Met2 routing:
Drawn at 4 px/µm.
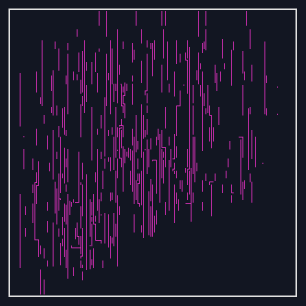
Cell area per tile:
Drawn at 4 px/µm. The die is cut into 7 by 7 equal tiles; black is low, pale yellow is high, 0 to 100% covered.
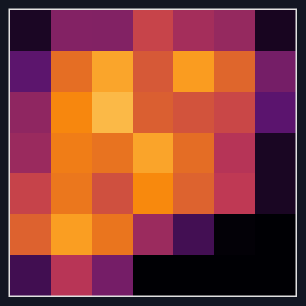
Power grid:
Drawn at 4 px/µm. Pins as bars on the die edge.
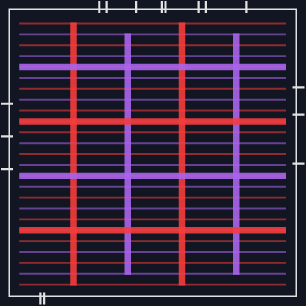
Clock wiring as the flow saved it:
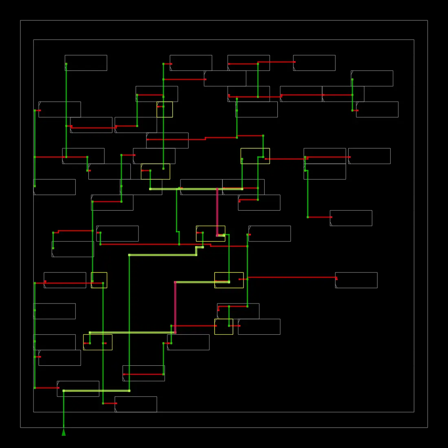
Register map, names as in the netlist:
Drawn at 4 px/µm. Other sequential cells in the stronger gray, the rest of the logic in the fainter gray.
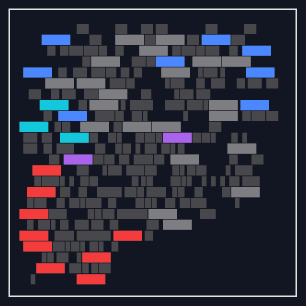
## src/rtl/uart_rx_cfg_if.sv

```systemverilog
// Receive-side bundle from the UART receiver to the word consumer.
// Latency: none; plain wires between producer and consumer.
// Backpressure: none; the consumer samples on the one-cycle dout_vld strobe.
interface uart_rx_cfg_if #(
    parameter int DATA_BITS = 8
);
    logic                 dout_vld;
    logic [DATA_BITS-1:0] dout;
    logic                 parity_err;
    logic                 frame_err;
    logic                 brk_det;
    logic                 busy;

    modport master (
        output dout_vld,
        output dout,
        output parity_err,
        output frame_err,
        output brk_det,
        output busy
    );

    modport slave (
        input dout_vld,
        input dout,
        input parity_err,
        input frame_err,
        input brk_det,
        input busy
    );
endinterface

```

## src/rtl/uart_rx_cfg.sv

```systemverilog
// Configurable UART receiver: 3-sample majority vote, parity/framing/break flags, busy.
// Latency: 3 + (N-1)*CLKS_PER_BIT + DEC + 1 cycles from line fall to dout_vld (N bit slots).
// Backpressure: none; dout_vld is a one-cycle strobe and results hold until the next frame.
module uart_rx_cfg #(
    parameter int CLKS_PER_BIT  = 400,
    parameter int DATA_BITS     = 8,
    parameter int PARITY        = 0,
    parameter int STOP_BITS     = 1,
    parameter int SAMPLE_SPREAD = 20
) (
    input  logic          sys_clk,
    input  logic          sys_rst_n,
    input  logic          bit_in,
    uart_rx_cfg_if.master rx
);
    localparam int CW  = $clog2(CLKS_PER_BIT);
    localparam int IW  = $clog2(DATA_BITS);
    localparam int MID = CLKS_PER_BIT / 2;

    localparam logic [CW-1:0] SMP_LO   = CW'(MID - SAMPLE_SPREAD);
    localparam logic [CW-1:0] SMP_MID  = CW'(MID);
    localparam logic [CW-1:0] SMP_HI   = CW'(MID + SAMPLE_SPREAD);
    localparam logic [CW-1:0] DEC      = CW'(MID + SAMPLE_SPREAD + 1);
    localparam logic [CW-1:0] LAST     = CW'(CLKS_PER_BIT - 1);
    localparam logic [CW-1:0] CNT_ONE  = CW'(1);
    localparam logic [IW-1:0] LAST_BIT = IW'(DATA_BITS - 1);
    localparam logic [IW-1:0] IDX_ONE  = IW'(1);
    localparam logic          HAS_PAR  = (PARITY != 0);
    localparam logic          ODD_PAR  = (PARITY == 1);
    localparam logic          TWO_STOP = (STOP_BITS == 2);

    typedef enum logic [2:0] {IDLE, START, DATA, PAR, STOP} state_t;

    state_t               state;
    logic [2:0]           sync;
    logic                 prev;
    logic [CW-1:0]        clk_cnt;
    logic [IW-1:0]        bit_idx;
    logic                 stop_idx;
    logic [1:0]           tally;
    logic [DATA_BITS-1:0] shreg;
    logic                 par_bit;
    logic                 ferr_pend;

    logic wrap;
    logic at_dec;
    logic at_smp;
    logic vote;
    logic fall;
    logic last_stop;
    logic ferr_now;
    logic perr_now;
    logic brk_now;

    assign wrap      = (clk_cnt == LAST);
    assign at_dec    = (clk_cnt == DEC);
    assign at_smp    = (clk_cnt == SMP_LO) || (clk_cnt == SMP_MID) || (clk_cnt == SMP_HI);
    // Tally never exceeds 3, so its MSB is exactly "at least two of three high".
    assign vote      = tally[1];
    assign fall      = prev & ~sync[2];
    assign last_stop = (stop_idx == TWO_STOP);
    assign ferr_now  = ferr_pend | ~vote;
    assign perr_now  = HAS_PAR & ((^shreg ^ par_bit) != ODD_PAR);
    assign brk_now   = (shreg == '0) & (~HAS_PAR | ~par_bit) & ferr_now;

    // Metastability chain on the raw line plus one extra stage for edge detection; idles high.
    always_ff @(posedge sys_clk) begin
        if (!sys_rst_n) begin
            sync <= 3'b111;
            prev <= 1'b1;
        end else begin
            sync <= {sync[1:0], bit_in};
            prev <= sync[2];
        end
    end

    // Frame FSM: bit timing, vote tally, data capture and registered result outputs.
    always_ff @(posedge sys_clk) begin
        if (!sys_rst_n) begin
            state         <= IDLE;
            clk_cnt       <= '0;
            bit_idx       <= '0;
            stop_idx      <= 1'b0;
            tally         <= '0;
            shreg         <= '0;
            par_bit       <= 1'b0;
            ferr_pend     <= 1'b0;
            rx.dout       <= '0;
            rx.dout_vld   <= 1'b0;
            rx.parity_err <= 1'b0;
            rx.frame_err  <= 1'b0;
            rx.brk_det    <= 1'b0;
            rx.busy       <= 1'b0;
        end else begin
            rx.dout_vld <= 1'b0;

            // Bit-period counter and vote tally run in every active state; exits below override.
            if (state != IDLE) begin
                clk_cnt <= wrap ? '0 : clk_cnt + CNT_ONE;
                if (at_smp) begin
                    tally <= tally + {1'b0, sync[2]};
                end else if (at_dec) begin
                    tally <= '0;
                end
            end

            case (state)
                IDLE: begin
                    clk_cnt <= '0;
                    // Only a genuine high-to-low transition starts a frame; a stuck-low line does not.
                    if (fall) begin
                        state     <= START;
                        stop_idx  <= 1'b0;
                        ferr_pend <= 1'b0;
                        rx.busy   <= 1'b1;
                    end
                end
                START: begin
                    if (at_dec && vote) begin
                        // Line was back high by mid-bit: treat as a glitch.
                        state   <= IDLE;
                        clk_cnt <= '0;
                        rx.busy <= 1'b0;
                    end else if (wrap) begin
                        state   <= DATA;
                        bit_idx <= '0;
                    end
                end
                DATA: begin
                    if (at_dec) begin
                        shreg <= {vote, shreg[DATA_BITS-1:1]};
                    end
                    if (wrap) begin
                        if (bit_idx == LAST_BIT) begin
                            state <= HAS_PAR ? PAR : STOP;
                        end else begin
                            bit_idx <= bit_idx + IDX_ONE;
                        end
                    end
                end
                PAR: begin
                    if (at_dec) begin
                        par_bit <= vote;
                    end
                    if (wrap) begin
                        state <= STOP;
                    end
                end
                STOP: begin
                    if (at_dec) begin
                        if (last_stop) begin
                            // Finish at the decide point of the final stop bit to tolerate fast senders.
                            state         <= IDLE;
                            clk_cnt       <= '0;
                            stop_idx      <= 1'b0;
                            ferr_pend     <= 1'b0;
                            rx.busy       <= 1'b0;
                            rx.dout_vld   <= 1'b1;
                            rx.dout       <= shreg;
                            rx.parity_err <= perr_now;
                            rx.frame_err  <= ferr_now;
                            rx.brk_det    <= brk_now;
                        end else begin
                            ferr_pend <= ferr_now;
                        end
                    end else if (wrap) begin
                        stop_idx <= 1'b1;
                    end
                end
                default: begin
                    state   <= IDLE;
                    clk_cnt <= '0;
                    rx.busy <= 1'b0;
                end
            endcase
        end
    end
endmodule

```

## src/flat_wrapper.sv

```systemverilog
// flat-port wrapper written by rule: the top's interface ports become plain ports
module uart_rx_cfg_flat 
#(
    parameter int CLKS_PER_BIT  = 400,
    parameter int DATA_BITS     = 8,
    parameter int PARITY        = 0,
    parameter int STOP_BITS     = 1,
    parameter int SAMPLE_SPREAD = 20
)
  (sys_clk, sys_rst_n, bit_in, rx_dout_vld, rx_dout, rx_parity_err, rx_frame_err, rx_brk_det, rx_busy);
  uart_rx_cfg_if #(.DATA_BITS(DATA_BITS)) rx_i ();
  input  logic sys_clk;
  input  logic sys_rst_n;
  input  logic bit_in;
  output wire logic [$bits(rx_i.dout_vld)-1:0] rx_dout_vld;
  output wire logic [$bits(rx_i.dout)-1:0] rx_dout;
  output wire logic [$bits(rx_i.parity_err)-1:0] rx_parity_err;
  output wire logic [$bits(rx_i.frame_err)-1:0] rx_frame_err;
  output wire logic [$bits(rx_i.brk_det)-1:0] rx_brk_det;
  output wire logic [$bits(rx_i.busy)-1:0] rx_busy;
  assign rx_dout_vld = rx_i.dout_vld;
  assign rx_dout = rx_i.dout;
  assign rx_parity_err = rx_i.parity_err;
  assign rx_frame_err = rx_i.frame_err;
  assign rx_brk_det = rx_i.brk_det;
  assign rx_busy = rx_i.busy;
  uart_rx_cfg #(.CLKS_PER_BIT(CLKS_PER_BIT), .DATA_BITS(DATA_BITS), .PARITY(PARITY), .STOP_BITS(STOP_BITS), .SAMPLE_SPREAD(SAMPLE_SPREAD)) u_core (.sys_clk(sys_clk), .sys_rst_n(sys_rst_n), .bit_in(bit_in), .rx(rx_i));
endmodule
```

## config.mk

```make
export PLATFORM = sky130hd
export DESIGN_NAME = uart_rx_cfg_flat
export DESIGN_NICKNAME = d
export VERILOG_FILES = /design/src/rtl/uart_rx_cfg_if.sv /design/src/rtl/uart_rx_cfg.sv /design/src/flat_wrapper.sv
export SDC_FILE = /design/constraint.sdc
export NUM_CORES = 1
export LEC_CHECK = 0
export CAP_MARGIN = 20
export CORE_MARGIN = 2
export CORE_UTILIZATION = 45
export CTS_BUF_LIST = sky130_fd_sc_hd__clkbuf_8
export CTS_CLUSTER_SIZE = 14
export DETAILED_ROUTE_END_ITERATION = 6
export HOLD_SLACK_MARGIN = 0.12
export PLACE_DENSITY = 0.72
export SETUP_SLACK_MARGIN = 0.3
export SYNTH_ARGS = -nofsm -noshare
export SYNTH_HDL_FRONTEND = slang
export SYNTH_SLANG_ARGS = --single-unit
```

## constraint.sdc

```tcl
create_clock -name sys_clk -period 2.4 [get_ports sys_clk]
set_clock_uncertainty 0.1 [all_clocks]
set_input_delay 0.72 -clock sys_clk [delete_from_list [all_inputs] [get_ports sys_clk]]
set_output_delay 0.72 -clock sys_clk [all_outputs]
set_load 0.03 [all_outputs]
```

==> results.cfg <==
; yosys + openroad results
[drt]
ant_nets = 0
drtPass1Iterations = 4
wl_per_cell_um = 13.1
vias_per_cell = 5.32
drt_iter0_drc = 62

[place]
port_buffers = 14
globalplace.congestion = 0.828
hpwlAfterDp_mm = 2.57
numPlacedInstances = 273

[grt]
grt_max_degree = 27
antenna_found_initial = 0

[critical_path]
cp_top_family = buffers and inverters
regToRegSetupSlack_ns = 0.47
path_class = reg2out
path_buffers = 1
r2r-start = u_core.clk_cnt[4]
crit_fanout = 4
cpMaxStageDelayCell = dlygate4sd2_1
end_kind = primary output
cp-start-kind = flop
required_ns = 1.58
rr_worst_depth = 5
worst_r2r_endpoint = u_core.tally[0]
path_cells = dlygate4sd2_1

[synthesis]
top_logic_kind = simple AND/OR/NAND/NOR gates
ys_sh_xor_pct = 3.86
yosysUniqueCellTypes = 48
ff_type = dfxtp_1
ys_async_sr_fraction_pct = 0
edf_count = 0
numSynthFlops = 43
synth_seq_share_pct = 42.1
ys_area_um2 = 2040
synthCells = 214
syn_avg_cell_area_um2 = 9.55
yosysCellCount = 214
synth_nets = 223
mux_area_share_pct = 9.37
ys_sh_simple_pct = 29.0
ys_sh_aoi_pct = 8.21
synth_warnings = 0

[worst_hold_path]
worstHoldEndpoint = u_core.sync[1]
hold_start = u_core.sync[0]
hold_depth = 1

[finish]
antenna_cells = 0
syn2layout_area_growth_pct = 12.5
drive_gt1_share_pct = 11.8
fin_area_um2 = 2300
instances_no_fill = 281

[power]
peakVddDrop_v = 0.000403
total_leakage_power_nw = 0.825

[run]
drv_cap = 0
warnings = 28

[cts]
path_clk_slew_ns = 0.09
postCtsSetupBuffers = 0
cts-root-buf = clkbuf_8
cts.htree.levels = 2
cts_tree = built
hold_buffers = 0

[final_timing]
fin_tns_setup_ns = 0
postLayoutSetupSlackWorst_ns = 0.449
fin_hold_ws_ns = 0.315
fin_crit_sh_pct = 81.3
tightest_slew_ns = 0.640
setup_viol = 0
fin_crit_ns = 1.95
slew_violations = 0
rsz0062_at_grt = false

[floorplan]
rows = 24
pin_count = 16
die_h_um = 71.4
die_area_um2 = 5100
die_w_um = 71.4

[status]
outcome = complete, no violations
-- 'met2 routing' (at the start) --
nets with wire on the layer: 194
wire length on this layer: 1650 µm
main direction: vertical
share of all routed wire: 45%
longest straight run: 30.4 µm
DR vias: 1496
final WL: 3.69 mm
Global Route met2 Usage: 24.3%

-- 'cell area per tile' (at the start) --
mean over tiles: 44%
emptiest ninth of the die: south-east
densest ninth of the die: center
nearly empty tiles: 12%
final core utilization: 52.8%
fp_density: 46.9%
core box area: 4350 µm²

-- 'power grid' (at the start) --
| net | color |
|---|---|
| VSS | red |
| VDD | purple |
rows: 24
signal pins: 16
met4 straps: 4
met5 straps: 4

-- 'clock wiring as the flow saved it' (at the start) --
flop count: 43
clock network power: 0.482 mW
worst skew pair latency: 0.30 ns
Clock Sinks: 43
total CTS buffers: 5

-- 'register map, names as in the netlist' (at the start) --
| name in the netlist | color | placed flops |
|---|---|---|
| `u_core.clk_cnt` | red | 9 |
| `u_core.tally` | purple | 2 |
| `u_core.sync` | cyan | 3 |
| `u_core.rx.dout` | blue | 8 |
sequential power: 0.733 mW
sequential cell area share: 37.5%

stage by stage:
| stage | power, mW | util [%] |
|---|---|---|
| 2_1_floorplan | 0.805 | - |
| 3_3_place_gp | 0.823 | 51.0 |
| 3_5_place_dp | 0.824 | 51.0 |
| 4_1_cts | 1.31 | 52.8 |
| 5_1_grt | 1.35 | 52.8 |
| 6_report | 1.29 | 52.8 |
cells in the mapped netlist (all sizes together) (2+ instances only):
master | number | share of area (%)
dfxtp | 43 | 42
mux2i | 18 | 8.8
nor2 | 17 | 3.6
nor2b | 16 | 4.9
nand2 | 15 | 2.8
nor3 | 9 | 2.8
nand2b | 8 | 2.4
a21oi | 7 | 1.9
buf | 7 | 2.1
ha | 6 | 3.7
nand4 | 6 | 1.8
xor2 | 5 | 2.1
a21boi | 4 | 1.5
clkbuf | 4 | 0.73
nand3b | 4 | 1.7
nor4 | 4 | 2.0
o21ai | 4 | 0.98
xnor2 | 4 | 1.7
and2 | 3 | 0.92
inv | 3 | 0.55
nand3 | 3 | 1.3
or2 | 3 | 0.92
a22oi | 2 | 0.73
a31oi | 2 | 0.61
nor3b | 2 | 0.73
o21a | 2 | 0.73
or3 | 2 | 0.61
cells in the final DEF (no fill, tap or decap), types with 6 or more instances in the layout:
cell type	instances
a21oi_1	6
nor2_1	15
nand4_1	6
nor2b_1	16
dfxtp_1	43
dlygate4sd2_1	12
ha_1	6
nand2b_1	8
nand2_1	15
nor3_1	8
mux2i_1	18
registers in the layout (all words and copies together), names as in the netlist:
| name | flops |
|---|---|
| u_core.clk_cnt | 9 |
| u_core.prev | 1 |
| u_core.bit_idx | 3 |
| u_core.rx.dout | 8 |
| u_core.tally | 2 |
| u_core.rx.dout_vld | 1 |
| u_core.rx.frame_err | 1 |
| u_core.rx.busy | 1 |
| u_core.stop_idx | 1 |
| u_core.shreg | 8 |
| u_core.ferr_pend | 1 |
| u_core.sync | 3 |
| u_core.rx.brk_det | 1 |
| u_core.state | 3 |
worst max-delay path by stage:
stage	from	endpoint	slack, ns	cells past startpoint
2_1_floorplan	u_core.clk_cnt[0]	u_core.bit_idx[0]	0.54	6
3_3_place_gp	sys_rst_n	u_core.tally[0]	0.31	4
3_5_place_dp	sys_rst_n	u_core.tally[0]	0.26	4
4_1_cts	u_core.clk_cnt[6]	u_core.clk_cnt[4]	0.30	5
5_1_grt	u_core.clk_cnt[4]	u_core.tally[1]	0.31	5
6_report	u_core.rx.busy	rx_busy	0.45	1
report_power, final:
part | switching [mW] | internal (mW) | leakage, nW
registers | 0.0121 | 0.721 | 0.347
logic | 0.0433 | 0.0302 | 0.437
clock network | 0.273 | 0.208 | 0.0408
per-layer routing:
metal | global-route usage (%) | up-vias | wire [µm]
li1 | - | 771 | -
met1 | 22.5 | 696 | 1880
met2 | 24.3 | 23 | 1650
met3 | 3.94 | 6 | 129
met4 | 6.29 | 0 | 32
met5 | 0 | - | 0
layout make-up:
cell class	instances	area [µm²]
clock buffer	5	68.8
sequential	43	861
clock inverter	3	23.8
fill	395	2060
timing repair buffer	18	155
inverter	4	15.0
multi-input combinational	156	1110
tap	52	65.1
No activity file was given, so power comes from the tool's default toggle rates.
